final_congestion.png
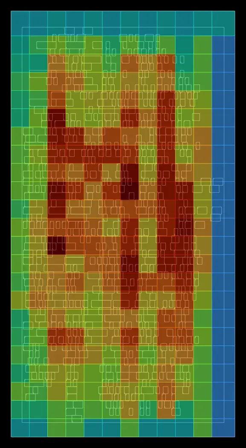
metal_stack.png
(3 px per µm) Two of the layers only.
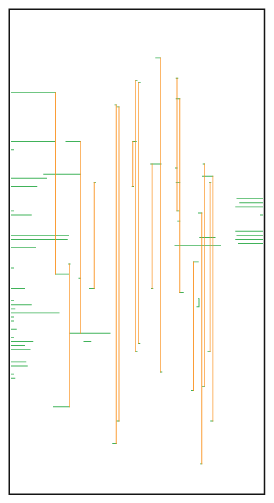
gate_families.png
(4 px per µm)
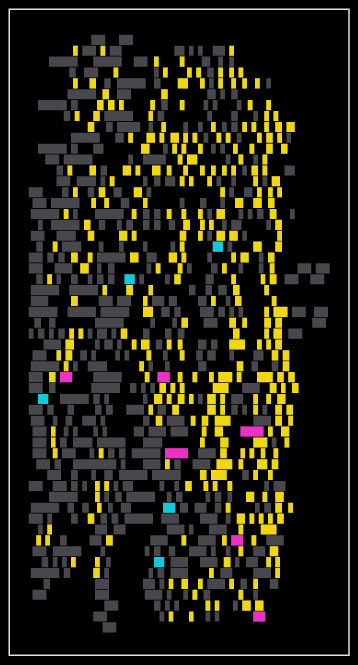
met1.png
(3 px per µm) Supply wires on this layer in gray.
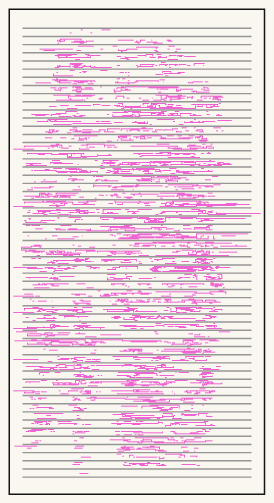
--- src/rtl/subtree_arb_pkg.sv ---
// subtree_arb_pkg: shared state encoding and default sizing for the subtree round-robin arbiter
package subtree_arb_pkg;
    typedef enum logic [1:0] {IDLE, GRANT, RELEASE} arb_state_e;
    localparam int NUM_REQ_DEFAULT = 10;
    localparam int MAX_HOLD_DEFAULT = 16;
endpackage

--- src/rtl/subtree_rr_arbiter_if.sv ---
// subtree_rr_arbiter_if: request/done/grant bundle between a child instance array and its arbiter
interface subtree_rr_arbiter_if
    import subtree_arb_pkg::*;
#(
    parameter int NUM_REQ = NUM_REQ_DEFAULT
);
    localparam int IDX_W = $clog2(NUM_REQ);
    logic [NUM_REQ-1:0] req_i;
    logic [NUM_REQ-1:0] done_i;
    logic [NUM_REQ-1:0] gnt_o;
    logic [IDX_W-1:0]   gnt_idx_o;
    logic               busy_o;
    logic               timeout_o;
    logic [7:0]         timeout_cnt_o;
    modport master (
        output req_i, done_i,
        input  gnt_o, gnt_idx_o, busy_o, timeout_o, timeout_cnt_o
    );
    modport slave (
        input  req_i, done_i,
        output gnt_o, gnt_idx_o, busy_o, timeout_o, timeout_cnt_o
    );
endinterface

--- src/rtl/rr_pick.sv ---
// rr_pick: combinational rotate-priority find-first starting at ptr and wrapping past NUM_REQ-1
module rr_pick
    import subtree_arb_pkg::*;
#(
    parameter int NUM_REQ = NUM_REQ_DEFAULT
) (
    input  logic [NUM_REQ-1:0]         req,
    input  logic [$clog2(NUM_REQ)-1:0] ptr,
    output logic                       valid,
    output logic [$clog2(NUM_REQ)-1:0] idx
);
    localparam int IDX_W = $clog2(NUM_REQ);
    logic [IDX_W:0] sum;
    logic [IDX_W:0] pos;
    // Scan offsets from farthest to nearest so the nearest set request wins.
    always_comb begin
        valid = |req;
        idx = '0;
        sum = '0;
        pos = '0;
        for (int i = NUM_REQ - 1; i >= 0; i--) begin
            sum = {1'b0, ptr} + (IDX_W + 1)'(i);
            pos = (sum >= (IDX_W + 1)'(NUM_REQ)) ? sum - (IDX_W + 1)'(NUM_REQ) : sum;
            idx = req[pos[IDX_W-1:0]] ? pos[IDX_W-1:0] : idx;
        end
    end
endmodule

--- src/rtl/subtree_rr_arbiter.sv ---
// subtree_rr_arbiter: round-robin grant of one resource slot among a node's child instances,
// released on the grantee's done or a hold timeout, with a saturating timeout count.
module subtree_rr_arbiter
    import subtree_arb_pkg::*;
#(
    parameter int NUM_REQ  = NUM_REQ_DEFAULT,
    parameter int MAX_HOLD = MAX_HOLD_DEFAULT
) (
    input logic                 clk,
    input logic                 rst_n,
    subtree_rr_arbiter_if.slave bus
);
    localparam int IDX_W = $clog2(NUM_REQ);
    localparam int CNT_W = $clog2(MAX_HOLD);
    localparam logic [1:0] S_IDLE    = IDLE;
    localparam logic [1:0] S_GRANT   = GRANT;
    localparam logic [1:0] S_RELEASE = RELEASE;
    logic [1:0]         state;
    logic [NUM_REQ-1:0] gnt;
    logic [IDX_W-1:0]   gnt_idx;
    logic [IDX_W-1:0]   ptr;
    logic [IDX_W-1:0]   pick_idx;
    logic               pick_valid;
    logic [CNT_W-1:0]   cnt;
    logic               timeout;
    logic [7:0]         timeout_cnt;
    logic               done_hit;
    logic               hold_expired;

    rr_pick #(.NUM_REQ(NUM_REQ)) u_pick (
        .req   (bus.req_i),
        .ptr   (ptr),
        .valid (pick_valid),
        .idx   (pick_idx)
    );

    // Only the current grantee's done matters; done wins over a simultaneous expiry.
    assign done_hit     = bus.done_i[gnt_idx];
    assign hold_expired = cnt == CNT_W'(MAX_HOLD - 1);

    always_ff @(posedge clk) begin
        if (!rst_n) begin
            state       <= S_IDLE;
            gnt         <= '0;
            gnt_idx     <= '0;
            ptr         <= '0;
            cnt         <= '0;
            timeout     <= 1'b0;
            timeout_cnt <= '0;
        end else begin
            timeout <= 1'b0;
            case (state)
                S_IDLE: begin
                    if (pick_valid) begin
                        state   <= S_GRANT;
                        gnt     <= NUM_REQ'(1) << pick_idx;
                        gnt_idx <= pick_idx;
                        cnt     <= '0;
                    end
                end
                S_GRANT: begin
                    cnt <= cnt + 1'b1;
                    if (done_hit || hold_expired) begin
                        state <= S_RELEASE;
                        gnt   <= '0;
                    end
                    if (!done_hit && hold_expired) begin
                        timeout     <= 1'b1;
                        timeout_cnt <= timeout_cnt + {7'd0, timeout_cnt != 8'hFF};
                    end
                end
                S_RELEASE: begin
                    state <= S_IDLE;
                    ptr   <= (gnt_idx == IDX_W'(NUM_REQ - 1)) ? '0 : gnt_idx + 1'b1;
                end
                default: state <= S_IDLE;
            endcase
        end
    end

    assign bus.gnt_o         = gnt;
    assign bus.gnt_idx_o     = gnt_idx;
    assign bus.busy_o        = state == S_GRANT;
    assign bus.timeout_o     = timeout;
    assign bus.timeout_cnt_o = timeout_cnt;

    assert property (@(posedge clk) disable iff (!rst_n) $onehot0(gnt));
    assert property (@(posedge clk) disable iff (!rst_n) (gnt != '0) == (state == S_GRANT));
endmodule

--- src/flat_wrapper.sv ---
// flat-port wrapper written by rule: the top's interface ports become plain ports
module subtree_rr_arbiter_flat import subtree_arb_pkg::*;
#(
    parameter int NUM_REQ  = NUM_REQ_DEFAULT,
    parameter int MAX_HOLD = MAX_HOLD_DEFAULT
)
  (clk, rst_n, bus_req_i, bus_done_i, bus_gnt_o, bus_gnt_idx_o, bus_busy_o, bus_timeout_o, bus_timeout_cnt_o);
  subtree_rr_arbiter_if #(.NUM_REQ(NUM_REQ)) bus_i ();
  input logic clk;
  input logic rst_n;
  input wire logic [$bits(bus_i.req_i)-1:0] bus_req_i;
  input wire logic [$bits(bus_i.done_i)-1:0] bus_done_i;
  output wire logic [$bits(bus_i.gnt_o)-1:0] bus_gnt_o;
  output wire logic [$bits(bus_i.gnt_idx_o)-1:0] bus_gnt_idx_o;
  output wire logic [$bits(bus_i.busy_o)-1:0] bus_busy_o;
  output wire logic [$bits(bus_i.timeout_o)-1:0] bus_timeout_o;
  output wire logic [$bits(bus_i.timeout_cnt_o)-1:0] bus_timeout_cnt_o;
  assign bus_i.req_i = bus_req_i;
  assign bus_i.done_i = bus_done_i;
  assign bus_gnt_o = bus_i.gnt_o;
  assign bus_gnt_idx_o = bus_i.gnt_idx_o;
  assign bus_busy_o = bus_i.busy_o;
  assign bus_timeout_o = bus_i.timeout_o;
  assign bus_timeout_cnt_o = bus_i.timeout_cnt_o;
  subtree_rr_arbiter #(.NUM_REQ(NUM_REQ), .MAX_HOLD(MAX_HOLD)) u_core (.clk(clk), .rst_n(rst_n), .bus(bus_i));
endmodule
--- config.mk ---
export PLATFORM = sky130hd
export DESIGN_NAME = subtree_rr_arbiter_flat
export DESIGN_NICKNAME = d
export VERILOG_FILES = /design/src/rtl/subtree_arb_pkg.sv /design/src/rtl/subtree_rr_arbiter_if.sv /design/src/rtl/rr_pick.sv /design/src/rtl/subtree_rr_arbiter.sv /design/src/flat_wrapper.sv
export SDC_FILE = /design/constraint.sdc
export NUM_CORES = 1
export LEC_CHECK = 0
export ABC_AREA = 1
export CAP_MARGIN = 20
export CELL_PAD_IN_SITES_DETAIL_PLACEMENT = 1
export CELL_PAD_IN_SITES_GLOBAL_PLACEMENT = 2
export CORE_ASPECT_RATIO = 2
export CORE_MARGIN = 4
export CORE_UTILIZATION = 33
export CTS_BUF_LIST = sky130_fd_sc_hd__clkbuf_4 sky130_fd_sc_hd__clkbuf_8
export CTS_CLUSTER_DIAMETER = 30
export DETAILED_ROUTE_END_ITERATION = 7
export PLACE_DENSITY = 0.95
export SETUP_SLACK_MARGIN = 0.15
export SYNTH_ARGS = -nofsm -noshare
export SYNTH_HDL_FRONTEND = slang
export SYNTH_SLANG_ARGS = --single-unit
--- constraint.sdc ---
create_clock -name clk -period 5.8 [get_ports clk]
set_input_delay 0.58 -clock clk [delete_from_list [all_inputs] [get_ports clk]]
set_output_delay 0.58 -clock clk [all_outputs]
set_load 0.02 [all_outputs]
==> flow_summary.toml <==
# yosys + openroad results
[drt]
count_of_antenna_violating_nets_left_after_detailed_routing = 0
routed-wl-met3_um = 320
dr.max_layer_used = "met4"
detail_route.wirelength_um = 14900
route.vias.total = 4442
drt_iter0_drc = 173
detail_route.wirelength.met1_um = 4890
vias_per_cell = 5.31
detail_route.first_pass.iterations = 4
drcViolationCount = 0
met2_routed_wl_um = 8520

[cells_and_area]
layout-area-overhead-vs-synth_pct = 17.8
layout.nets = 742
layout_top_cell_excl_fill_tap = "sky130_fd_sc_hd__nand2_1"
post_layout_nonfiller_instances = 836
final_cell_area_um2 = 4560
diodes = 0
final_cell_mix = "sky130_fd_sc_hd__nand2_1 (184), sky130_fd_sc_hd__inv_1 (74), sky130_fd_sc_hd__nand3_1 (66)"
final_layout_size_suffix_gt1_share_pct = 11.4

[timing]
total_setup_violations_reported_at_the_end_of_the_flow = 0
timing.final.crit_share_pct = 81.5
setup-tns-final_ps = 0
worstMarginPinSlew_ps = 853
hold_slack_ps = 455
setup_repair_after_global_routing_missed_its_margin = "false"
hold_viol = 0
finClkSkew_ps = 9.05
maxSlewHeadroom_pct = 43.0
maxClockFrequency_mhz = 212
final.min_clock_period_ps = 4730
finalMaxSlewViolations = 0

[critical_path]
worstReg2RegEnd = "u_core.bus.gnt_idx_o[2]"
cp_slowest_stage_delay_ps = 880
reg2reg_depth = 18
cp_num_buf_inv = 3
source_of_the_worst_register_to_register_timing_path = "u_core.ptr[0]"
timing.critical_path.max_delay_family = "adder cells"
worst_ep_required_time_ps = 5970
worst-path-max-fanout = 22
crit_path_end = "u_core.bus.gnt_idx_o[2]"
reg2reg_setup_slack_ps = 1070
critPathKind = "register to register"
timing.critical_path.from_type = "register"
critical_path.slowest_cell = "sky130_fd_sc_hd__dfxtp_1"
crit_path_start = "u_core.ptr[0]"
timing.critical_path.depth = 18
worst_ep_arrival_time_ps = 4900
setup.worst_path.end_class = "register"
cells_traversed_along_the_worst_timing_path = "inv_4, ha_1, clkinv_1, ha_1, nand2_1, nand2_1, nand2_2, xor2_2, nand2_1, o211ai_1, a21o_1, nand2_2, a21oi_1, nand2_2, nand2_1, nand2_2, o21ai_0, inv_1"

[clocking]
clock_latency_ps = 300
cts_hold_buffers = 0
tritoncts.num_buffers = 5
cts_htree_levels = 2
cts_max_path_bufs = 2
cts.sink_count = 33
clk_root_buffer_cell = "sky130_fd_sc_hd__clkbuf_8"
cts_tree = "yes"
cts_post_setup_buffers_inserted = 0
cts_repair_resize_count = 0
clk_transition_reported_paths_ps = 70

[yosys]
synthAdderAreaFrac_pct = 8.92
yosys_most_used_dff = "sky130_fd_sc_hd__dfxtp_1"
synth-xor-area-share_pct = 1.75
synthCells = 649
logic_family = "simple AND/OR/NAND/NOR gates"
ys_chip_area_um2 = 3870
synth.distinct_cells = 45
synth_stat.cells = 649
post_synth_mux_area_share_pct = 0.517
post_synth.cell_area_avg_um2 = 5.96
asyncSetResetFlopFracSynth_pct = 0
synth-warning-count = 0
simple_gate_area_share_pct = 42.8
ys.flops = 33
mappedNetlistNets = 698
synth.cell_area_um2 = 3870
ys_seq_share_pct = 17.1
enable_flop_cells = 0
ys_sh_aoi_pct = 18.3

[floorplanning]
floorplan.rows = 55
die-height_um = 161
initCoreUtil_pct = 33.9
die_w_um = 84.6
dieArea_um2 = 13600
num_io_pins = 46
core-area_um2 = 11400

[placement]
finalWeightedCongestion = 0.953
detailed_place.area_um2 = 4440
place.detailed.hpwl_um = 12700
portBuffers = 45
placed_cells_incl_taps = 828

[worst_hold_path]
min_path_type = "register to register"
holdCritStartpoint = "u_core.state[1]"
worst_hold_path.num_cells = 1
hold_end = "u_core.state[1]"

[outcome]
status = "completed"

[power]
power_density_nw_per_um2 = 567
worst_ir_drop_vdd_uv = 259
static-leakage-power_nw = 2.06

[grt]
antenna_found_initial = 0
grt_max_degree = 24
groute.layer.met1.usage_pct = 18.6
first_global_vias = 4863
globalRouteOverflowTotal = 0
grt_use_met3_pct = 2.25
first_pass_grt_wire_length_um = 23900

[run]
warnings = 41
maxCapViolations = 0
## Picture notes: final_congestion.png
Global Route met2 Usage: 45.2%
drt wl/cell: 17.9 µm
layer with the highest usage after global routing: met2
Global Route Usage Sum: 22.2%

## Picture notes: metal_stack.png
[green] met3 | wire length: 321 µm
[orange] met4 | wire length: 1210 µm

## Picture notes: gate_families.png
[cyan] AND-OR and OR-AND gates | cells: 5
[magenta] XOR/XNOR gates | cells: 6
[yellow] NAND gates | cells: 299

## Picture notes: met1.png
nets with wire on the layer: 691
main direction: horizontal

-- state kept, by name, summed over array words and instances (netlist names) --
register / count
u_core.ptr: 4
u_core.cnt: 4
u_core.bus.timeout_cnt_o: 8
u_core.bus.gnt_idx_o: 4
u_core.bus.timeout_o: 1
u_core.state: 2
u_core.bus.gnt_o: 10
-- per-stage QoR --
| step | setup slack [ps] | power [W] | utilization, % |
|---|---|---|---|
| global placement | 1240 | 0.00230 | 38.8 |
| finish | 1070 | 0.00259 | 39.9 |
| floorplan | 2460 | 0.00177 | - |
| global route | 633 | 0.00284 | 39.9 |
| detailed placement | 1170 | 0.00235 | 38.8 |
| CTS | 1150 | 0.00259 | 39.9 |
-- final cells by class --
| type | instances | area, µm² |
|---|---|---|
| inverter | 93 | 352 |
| fill | 1604 | 6870 |
| clock inverter | 1 | 30.0 |
| tap | 142 | 178 |
| clock buffer | 7 | 90.1 |
| multi-input combinational | 515 | 2800 |
| timing repair buffer | 45 | 450 |
| sequential | 33 | 661 |
-- cell usage after synthesis (2+ instances only) --
cell                        number  area share [%]
sky130_fd_sc_hd__nand2_1       184              18
sky130_fd_sc_hd__inv_1          74             7.2
sky130_fd_sc_hd__nand3_1        66             8.5
sky130_fd_sc_hd__a21oi_1        47             6.1
sky130_fd_sc_hd__nor2_1         42             4.1
sky130_fd_sc_hd__dfxtp_1        33              17
sky130_fd_sc_hd__o21ai_0        28             3.6
sky130_fd_sc_hd__ha_1           26             8.4
sky130_fd_sc_hd__nand2_2        24             3.9
sky130_fd_sc_hd__inv_2          14             1.4
sky130_fd_sc_hd__o21ai_1        13             1.7
sky130_fd_sc_hd__nand4_1        11             1.8
sky130_fd_sc_hd__nand2_4         7             2.0
sky130_fd_sc_hd__o21ai_2         6             1.4
sky130_fd_sc_hd__nor2_2          5            0.81
sky130_fd_sc_hd__o211ai_1        5            0.97
sky130_fd_sc_hd__a211oi_1        4            0.78
sky130_fd_sc_hd__a21oi_2         4            0.91
sky130_fd_sc_hd__clkinv_1        4            0.39
sky130_fd_sc_hd__nand3b_1        4            0.78
sky130_fd_sc_hd__nor4_1          4            0.65
sky130_fd_sc_hd__buf_6           3            0.87
sky130_fd_sc_hd__clkbuf_1        3            0.29
sky130_fd_sc_hd__nand3_2         3            0.78
sky130_fd_sc_hd__nor3_1          3            0.39
sky130_fd_sc_hd__or2_0           3            0.49
sky130_fd_sc_hd__xor2_1          3            0.68
sky130_fd_sc_hd__a21o_1          2            0.39
sky130_fd_sc_hd__a21oi_4         2            0.84
sky130_fd_sc_hd__buf_4           2            0.39
sky130_fd_sc_hd__mux2i_1         2            0.52
sky130_fd_sc_hd__o2111ai_1       2            0.45
sky130_fd_sc_hd__o21a_1          2            0.39
sky130_fd_sc_hd__or2_2           2            0.32
sky130_fd_sc_hd__xor2_2          2            0.84
-- kinds of logic after synthesis --
| family | after synthesis |
|---|---|
| mux | 2 |
| simple gates | 361 |
| compound gates | 119 |
| fa+ha+maj | 27 |
| xor+xnor | 6 |
| buf+inv | 101 |
| flops | 33 |
-- report_power, final --
part	internal (W)	total [W]	switching (W)
Sequential	0.000271	0.000337	0.0000654
Clock	0.000145	0.000233	0.0000887
Combinational	0.000629	0.00202	0.00139
No activity file was given, so power comes from the tool's default toggle rates.
